### Placement view

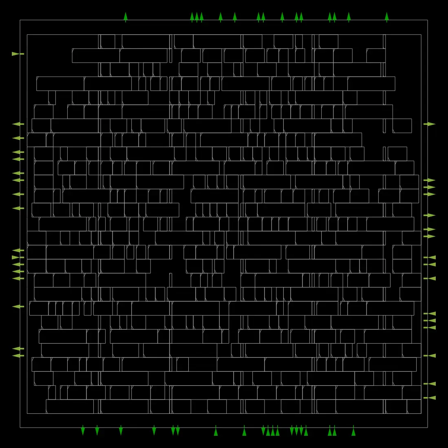
### Metal 4

Bar = 20 um.
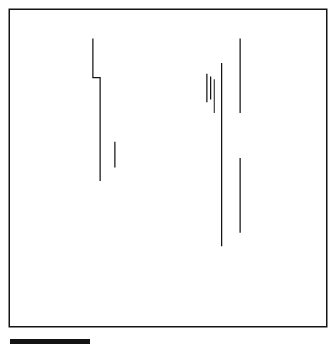
### Gate families picked out

Bar = 20 um.
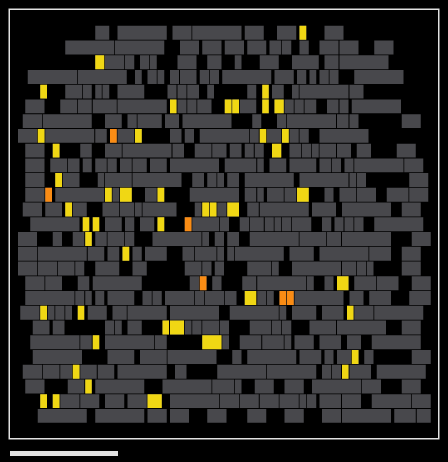
### Metal layers overlaid

Bar = 20 um.
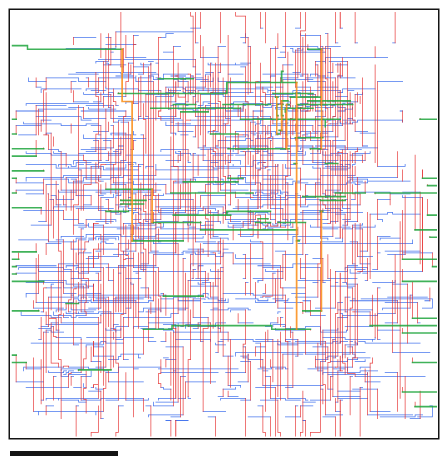
### Placement by cell class

Bar = 20 um. Fill, decap, tap and diode cells in grey.
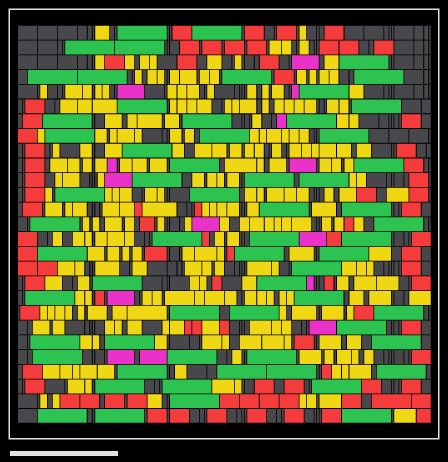
`src/rtl/frame_decoder.sv`:
```
// frame_decoder: walks the packed frame-buffer SRAM in raster order and streams one colour code per pixel with (h, v).
// Latency: first o_pix_valid RD_LATENCY+2 cycles after i_frame_start; a READ/WAIT bubble separates words.
// Backpressure: i_pix_ready low freezes all pixel outputs; no SRAM word is dropped or re-read.
// Build option: define FRAME_DECODER_PREFETCH_EN to fetch word n+1 while word n is emitted (no bubble).
// Ports: i_clk/i_rst_n; i_frame_start; o_pix_valid/i_pix_ready/o_pix_color/o_pix_h/o_pix_v;
//        o_sram_addr/o_sram_rd/i_sram_data; o_busy (not IDLE), o_done (one-cycle end-of-frame pulse).
module frame_decoder #(
    parameter int IMG_W       = 640,
    parameter int IMG_H       = 480,
    parameter int ADDR_WIDTH  = 20,
    parameter int DATA_WIDTH  = 16,
    parameter int COLOR_WIDTH = 4,
    parameter int RD_LATENCY  = 2,
    localparam int H_W = (IMG_W > 1) ? $clog2(IMG_W) : 1,
    localparam int V_W = (IMG_H > 1) ? $clog2(IMG_H) : 1
) (
    input  logic                   i_clk,
    input  logic                   i_rst_n,
    input  logic                   i_frame_start,
    input  logic                   i_pix_ready,
    output logic                   o_pix_valid,
    output logic [COLOR_WIDTH-1:0] o_pix_color,
    output logic [H_W-1:0]         o_pix_h,
    output logic [V_W-1:0]         o_pix_v,
    output logic [ADDR_WIDTH-1:0]  o_sram_addr,
    output logic                   o_sram_rd,
    input  logic [DATA_WIDTH-1:0]  i_sram_data,
    output logic                   o_busy,
    output logic                   o_done
);
    localparam int PPW    = DATA_WIDTH / COLOR_WIDTH;
    localparam int LANE_W = (PPW > 1) ? $clog2(PPW) : 1;

    typedef enum logic [2:0] {S_IDLE, S_READ, S_WAIT, S_EMIT, S_DONE} state_t;

    state_t                  state_q, state_d;
    logic [H_W-1:0]          h_q, h_d;
    logic [V_W-1:0]          v_q, v_d;
    logic [LANE_W-1:0]       lane_q, lane_d;
    logic [DATA_WIDTH-1:0]   word_q, word_d;
    logic [ADDR_WIDTH-1:0]   addr_q, addr_d;
    // One bit per read in flight; the top bit marks the cycle its data is on i_sram_data.
    logic [RD_LATENCY-1:0]   pipe_q, pipe_d;
    logic                    rd_now, accept, last_lane, last_pix, arrive;

`ifdef FRAME_DECODER_PREFETCH_EN
    localparam int NWORDS = (IMG_W * IMG_H) / PPW;
    logic [DATA_WIDTH-1:0]   pf_word_q, pf_word_d;
    logic                    pf_full_q, pf_full_d;   // prefetched word captured, waiting for use
    logic                    pf_pend_q, pf_pend_d;   // prefetch read issued, data not yet returned
    logic                    pf_rd_q, pf_rd_d;
    logic                    new_word;
    assign rd_now = (state_q == S_READ) || pf_rd_q;
`else
    assign rd_now = (state_q == S_READ);
`endif

    assign accept    = (state_q == S_EMIT) && i_pix_ready;
    assign last_lane = (lane_q == LANE_W'(PPW - 1));
    assign last_pix  = (h_q == H_W'(IMG_W - 1)) && (v_q == V_W'(IMG_H - 1));
    assign arrive    = pipe_q[RD_LATENCY-1];

    always_comb begin
        state_d = state_q;
        h_d     = h_q;
        v_d     = v_q;
        lane_d  = lane_q;
        word_d  = word_q;
        addr_d  = addr_q;
        pipe_d[0] = rd_now;
        for (int i = 1; i < RD_LATENCY; i++) begin
            pipe_d[i] = pipe_q[i-1];
        end
`ifdef FRAME_DECODER_PREFETCH_EN
        pf_word_d = pf_word_q;
        pf_full_d = pf_full_q;
        pf_pend_d = pf_pend_q;
        pf_rd_d   = 1'b0;
        new_word  = 1'b0;
`endif
        case (state_q)
            S_IDLE: begin
                if (i_frame_start) begin
                    state_d = S_READ;
                    addr_d  = '0;
                    h_d     = '0;
                    v_d     = '0;
                    lane_d  = '0;
`ifdef FRAME_DECODER_PREFETCH_EN
                    pf_full_d = 1'b0;
                    pf_pend_d = 1'b0;
`endif
                end
            end
            S_READ: state_d = S_WAIT;
            S_WAIT: begin
                if (arrive) begin
                    word_d  = i_sram_data;
                    lane_d  = '0;
                    state_d = S_EMIT;
`ifdef FRAME_DECODER_PREFETCH_EN
                    pf_pend_d = 1'b0;
                    new_word  = 1'b1;
`endif
                end
            end
            S_EMIT: begin
`ifdef FRAME_DECODER_PREFETCH_EN
                // Only prefetch reads can land while emitting.
                if (arrive) begin
                    pf_word_d = i_sram_data;
                    pf_full_d = 1'b1;
                    pf_pend_d = 1'b0;
                end
`endif
                if (accept) begin
                    lane_d = lane_q + 1'b1;
                    if (h_q == H_W'(IMG_W - 1)) begin
                        h_d = '0;
                        v_d = v_q + 1'b1;
                    end else begin
                        h_d = h_q + 1'b1;
                    end
                    if (last_lane) begin
                        lane_d = '0;
                        if (last_pix) begin
                            state_d = S_DONE;
                        end else begin
`ifdef FRAME_DECODER_PREFETCH_EN
                            if (pf_full_q) begin
                                word_d    = pf_word_q;
                                pf_full_d = 1'b0;
                                new_word  = 1'b1;
                            end else if (arrive) begin
                                // Data returning this very cycle: bypass the prefetch buffer.
                                word_d    = i_sram_data;
                                pf_full_d = 1'b0;
                                new_word  = 1'b1;
                            end else if (pf_pend_q) begin
                                state_d = S_WAIT;
                            end else begin
                                addr_d  = addr_q + 1'b1;
                                state_d = S_READ;
                            end
`else
                            addr_d  = addr_q + 1'b1;
                            state_d = S_READ;
`endif
                        end
                    end
                end
            end
            S_DONE:  state_d = S_IDLE;
            default: state_d = S_IDLE;
        endcase
`ifdef FRAME_DECODER_PREFETCH_EN
        // Starting a new word: addr_q is that word, so fetch the following one if it exists.
        if (new_word && (addr_q != ADDR_WIDTH'(NWORDS - 1))) begin
            pf_rd_d   = 1'b1;
            pf_pend_d = 1'b1;
            addr_d    = addr_q + 1'b1;
        end
`endif
    end

    always_comb begin
        o_pix_color = '0;
        for (int k = 0; k < PPW; k++) begin
            if (lane_q == LANE_W'(k)) begin
                o_pix_color = word_q[k*COLOR_WIDTH +: COLOR_WIDTH];
            end
        end
    end

    always_ff @(posedge i_clk or negedge i_rst_n) begin
        if (!i_rst_n) begin
            state_q <= S_IDLE;
            h_q     <= '0;
            v_q     <= '0;
            lane_q  <= '0;
            word_q  <= '0;
            addr_q  <= '0;
            pipe_q  <= '0;
`ifdef FRAME_DECODER_PREFETCH_EN
            pf_word_q <= '0;
            pf_full_q <= 1'b0;
            pf_pend_q <= 1'b0;
            pf_rd_q   <= 1'b0;
`endif
        end else begin
            state_q <= state_d;
            h_q     <= h_d;
            v_q     <= v_d;
            lane_q  <= lane_d;
            word_q  <= word_d;
            addr_q  <= addr_d;
            pipe_q  <= pipe_d;
`ifdef FRAME_DECODER_PREFETCH_EN
            pf_word_q <= pf_word_d;
            pf_full_q <= pf_full_d;
            pf_pend_q <= pf_pend_d;
            pf_rd_q   <= pf_rd_d;
`endif
        end
    end

    assign o_pix_valid = (state_q == S_EMIT);
    assign o_pix_h     = h_q;
    assign o_pix_v     = v_q;
    assign o_sram_addr = addr_q;
    assign o_sram_rd   = rd_now;
    assign o_busy      = (state_q != S_IDLE);
    assign o_done      = (state_q == S_DONE);

endmodule

```
`config.mk`:
```
export PLATFORM = sky130hd
export DESIGN_NAME = frame_decoder
export DESIGN_NICKNAME = d
export VERILOG_FILES = /design/src/rtl/frame_decoder.sv
export SDC_FILE = /design/constraint.sdc
export NUM_CORES = 1
export LEC_CHECK = 0
export CORE_UTILIZATION = 56
export DETAILED_ROUTE_END_ITERATION = 6
export GPL_TIMING_DRIVEN = 0
export HOLD_SLACK_MARGIN = 0.06
export PLACE_DENSITY_LB_ADDON = 0.3
export SKIP_LAST_GASP = 1
export SLEW_MARGIN = 20
export SYNTH_ARGS = -nofsm -noshare
export SYNTH_HDL_FRONTEND = slang
export SYNTH_SLANG_ARGS = --single-unit
```
`constraint.sdc`:
```
create_clock -name i_clk -period 3.2 [get_ports i_clk]
set_input_delay 0.32 -clock i_clk [delete_from_list [all_inputs] [get_ports i_clk]]
set_output_delay 0.32 -clock i_clk [all_outputs]
set_load 0.005 [all_outputs]
```
==> Slide: Implementation Results <==
Physical Implementation Snapshot

Status
  – Outcome: finished, final reports clean

Clock network
  – Post-CTS sizing: 0
  – CTS tree: done
  – CTS Buf Count: 9
  – # hold bufs at CTS: 1
  – Root buffer cell: clkbuf_8
  – H-tree depth: 3
  – Clk buf depth: 2
  – Clock Pin Slew Worst Setup and Hold Paths: 0.06 ns
  – Total setup buffers inserted after CTS: 0
  – Clk Latency, worst-skew pair: 0.34 ns
  – CTS sink cnt: 62

Power
  – Net Sw Frac: 35.8%
  – Sequential share of power: 41.4%
  – Max power group: sequential cells
  – Pwr dens: 618 mW/mm^2
  – Sequential logic power: 0.00109 W
  – P_leak: 1.76 nW
  – Clock network power: 0.000589 W
  – Peak VDD IR: 467 uV
  – Comb pwr share: 36.2%
  – Switching power: 0.000940 W
  – Clk pwr share: 22.4%
  – Int Pwr: 0.00169 W
  – Comb pwr: 0.000952 W

Layout
  – Antenna Cells: 0
  – Area added between synthesis and finish: 28.1%
  – Final net count: 448
  – Most common logic cells in the final layout: clkdlybuf4s50_1, dfrtp_1, nor2_1
  – Layout cells sized above 1: 11.3%
  – Reg area: 0.00155 mm^2

Final timing
  – Fin crit share: 85.6%
  – Slew Viols, Final: 0
  – Setup slack after layout: 0.461 ns
  – Max transition margin: 61.1%
  – Clock Skew: 0.00785 ns
  – Final setup fails: 0
  – Final Hold Vio Count: 0
  – RSZ-0062 raised after global routing: false
  – Worst-Margin Slew: 0.584 ns
  – FMAX: 365 MHz

Logic synthesis
  – Distinct lib cells used: 54
  – Cell Area, Synth: 0.00332 mm^2
  – Post-synth EDFFs: 0
  – Cells after Synth: 342
  – Synthesized flop and latch total: 62
  – Area leader share: 46.7%
  – Count leader, synth: dfrtp_1
  – Syn_nets: 369
  – Syn_area_per_cell: 9.71 um^2
  – Yosys Chip Area: 0.00332 mm^2
  – Ys cells: 342
  – Commonest flop: dfrtp_1
  – Area leader, netlist: dfrtp_1
  – Post-synth seq share: 46.7%
  – Ys async rst share: 100%
  – Top cells by area: dfrtp_1, mux2_2, nor2_1
  – Yosys warning count: 0

Run
  – Log Warnings: 29
  – Max_cap viols: 0

Critical path
  – CP startpoint: state_q[1]
  – Critical path data arrival time: 2.42 ns
  – Crit end category: primary output
  – Crit Path Category: register to primary output
  – Startpoint types: register
  – Reg-to-reg critical path startpoint: o_pix_v[0]
  – Req. time, crit path: 2.88 ns
  – Capturing point of the worst reg2reg path: o_sram_addr[0]
  – Reg2reg path depth: 6
  – Reg2reg setup slack: 1.08 ns
  – Crit-path max FO: 10

Placement
  – PortBufs: 66
  – GPL Wtd Cong: 0.847
  – Hpwl dp: 5.79 mm
  – Post-DP Area: 0.00409 mm^2

Min path
  – Hold Crit Depth: 0
  – Hold crit path type: register to register
  – Hold path start: pipe_q[0]
  – Hold Path End: pipe_q[1]

Floorplan
  – Die Width: 79.0 um
  – Chip footprint: 0.00624 mm^2
  – Initial Util: 59.2%
  – I/O Pins: 67

Global route
  – Initial antenna violation count: 0
  – Largest net degree at the start of global routing: 35
  – Vias in the first global route: 2983
  – Global route overflow: 0
  – First-pass GRT wire length: 13.8 mm

Routing
  – Drt drc: 0
  – Vias/cell: 6.11
  – Number of DRC markers in iteration 0: 258
  – First-pass DRT Iterations: 5
  – Detail Route Antenna Nets: 0
## Picture notes: 'Placement view'
tap cell instance count: 72
CORE AREA: 0.00561 mm^2
fill count: 415
Rows: 27
fraction of area in registers: 36.5%

## Picture notes: 'Metal 4'
nets with wire on the layer = 7
share of all routed wire = 1.8%
WL final: 8.29 mm
DR vias: 3031

## Picture notes: 'Gate families picked out'
orange -> inverters  # cells 6
yellow -> NOR gates  # cells 45
Final Non-Filler Cells: 496
logic share of the area: 39.2%
Top cell excl fill/tap: clkdlybuf4s50_1

## Picture notes: 'Metal layers overlaid'
red -> met2  # wire length 4120 um
green -> met3  # wire length 495 um
orange -> met4  # wire length 146 um
blue -> met1  # wire length 3530 um
GRT Total Usage: 28.8%
DR WL/cell: 16.7 um

## Picture notes: 'Placement by cell class'
magenta -> clock drivers and dummy loads  # cells 14, share of their area 3.7%
yellow -> all other logic  # cells 265, share of their area 41%
red -> other buffers and delay cells  # cells 83, share of their area 18%
green -> flops  # cells 62, share of their area 37%
final core occ: 75.8%
post-route cell area: 0.00425 mm^2

-- critical path, cell delays in order, from the launching register on --
cell and delay, ns:
dfrtp_1 0.34, buf_2 0.22, nand3b_2 0.22, inv_1 0.22, buf_1 0.46, clkdlybuf4s50_1 0.61
-- state kept, by name (all words and copies together), names as in the netlist --
name         count
pipe_q           2
word_q          16
state_q          3
o_pix_v          9
lane_q           2
o_sram_addr     20
o_pix_h         10
-- through the flow --
stage / TNS [ns] / utilization (%) / cells / power, W
final: 0 / 75.8 / 496 / 0.00263
after global routing: 0 / 75.8 / 496 / 0.00279
after CTS: 0 / 75.8 / 496 / 0.00263
after detailed placement: 0 / 72.9 / 481 / 0.00204
after global placement: -9.98 / 72.6 / 480 / 0.00199
after floorplan: 0 / - / 342 / 0.00161
-- metal layers --
metal  wire length, um  global-route usage, %  vias to the layer above
met1              3530                   35.7                     1474
met5                 0                      0                        -
met2              4120                   47.9                      122
met3               495                   7.93                       19
li1                  -                      -                     1416
met4               146                   10.7                        0
-- area by class of cell --
class / count / share of cell area, %
Multi-Input combinational cell: 259 / 39.2
Clock inverter: 2 / 0.235
Tap cell: 72 / 2.12
Inverter: 6 / 0.530
Timing Repair Buffer: 68 / 16.2
Sequential cell: 62 / 36.5
Buffer: 15 / 1.88
Clock buffer: 12 / 3.41
-- worst max-delay path by stage --
stage | depth (start not counted) | to
3_3_place_gp | 1 | o_pix_v[0]
3_5_place_dp | 7 | o_pix_v[7]
6_report | 5 | o_pix_valid
2_1_floorplan | 7 | o_sram_addr[17]
4_1_cts | 5 | o_pix_valid
5_1_grt | 5 | o_pix_valid
-- cell families after synthesis --
kind of cell	share of synthesized area, %
adders and majority gates	2.64
xor gates and xnor gates	3.43
DFF	46.7
and+or+nand+nor	20.6
AOI/OAI and AO/OA	17.5
buffers and inverters	3.09
muxes	6.03
No activity file was given, so power comes from the tool's default toggle rates.
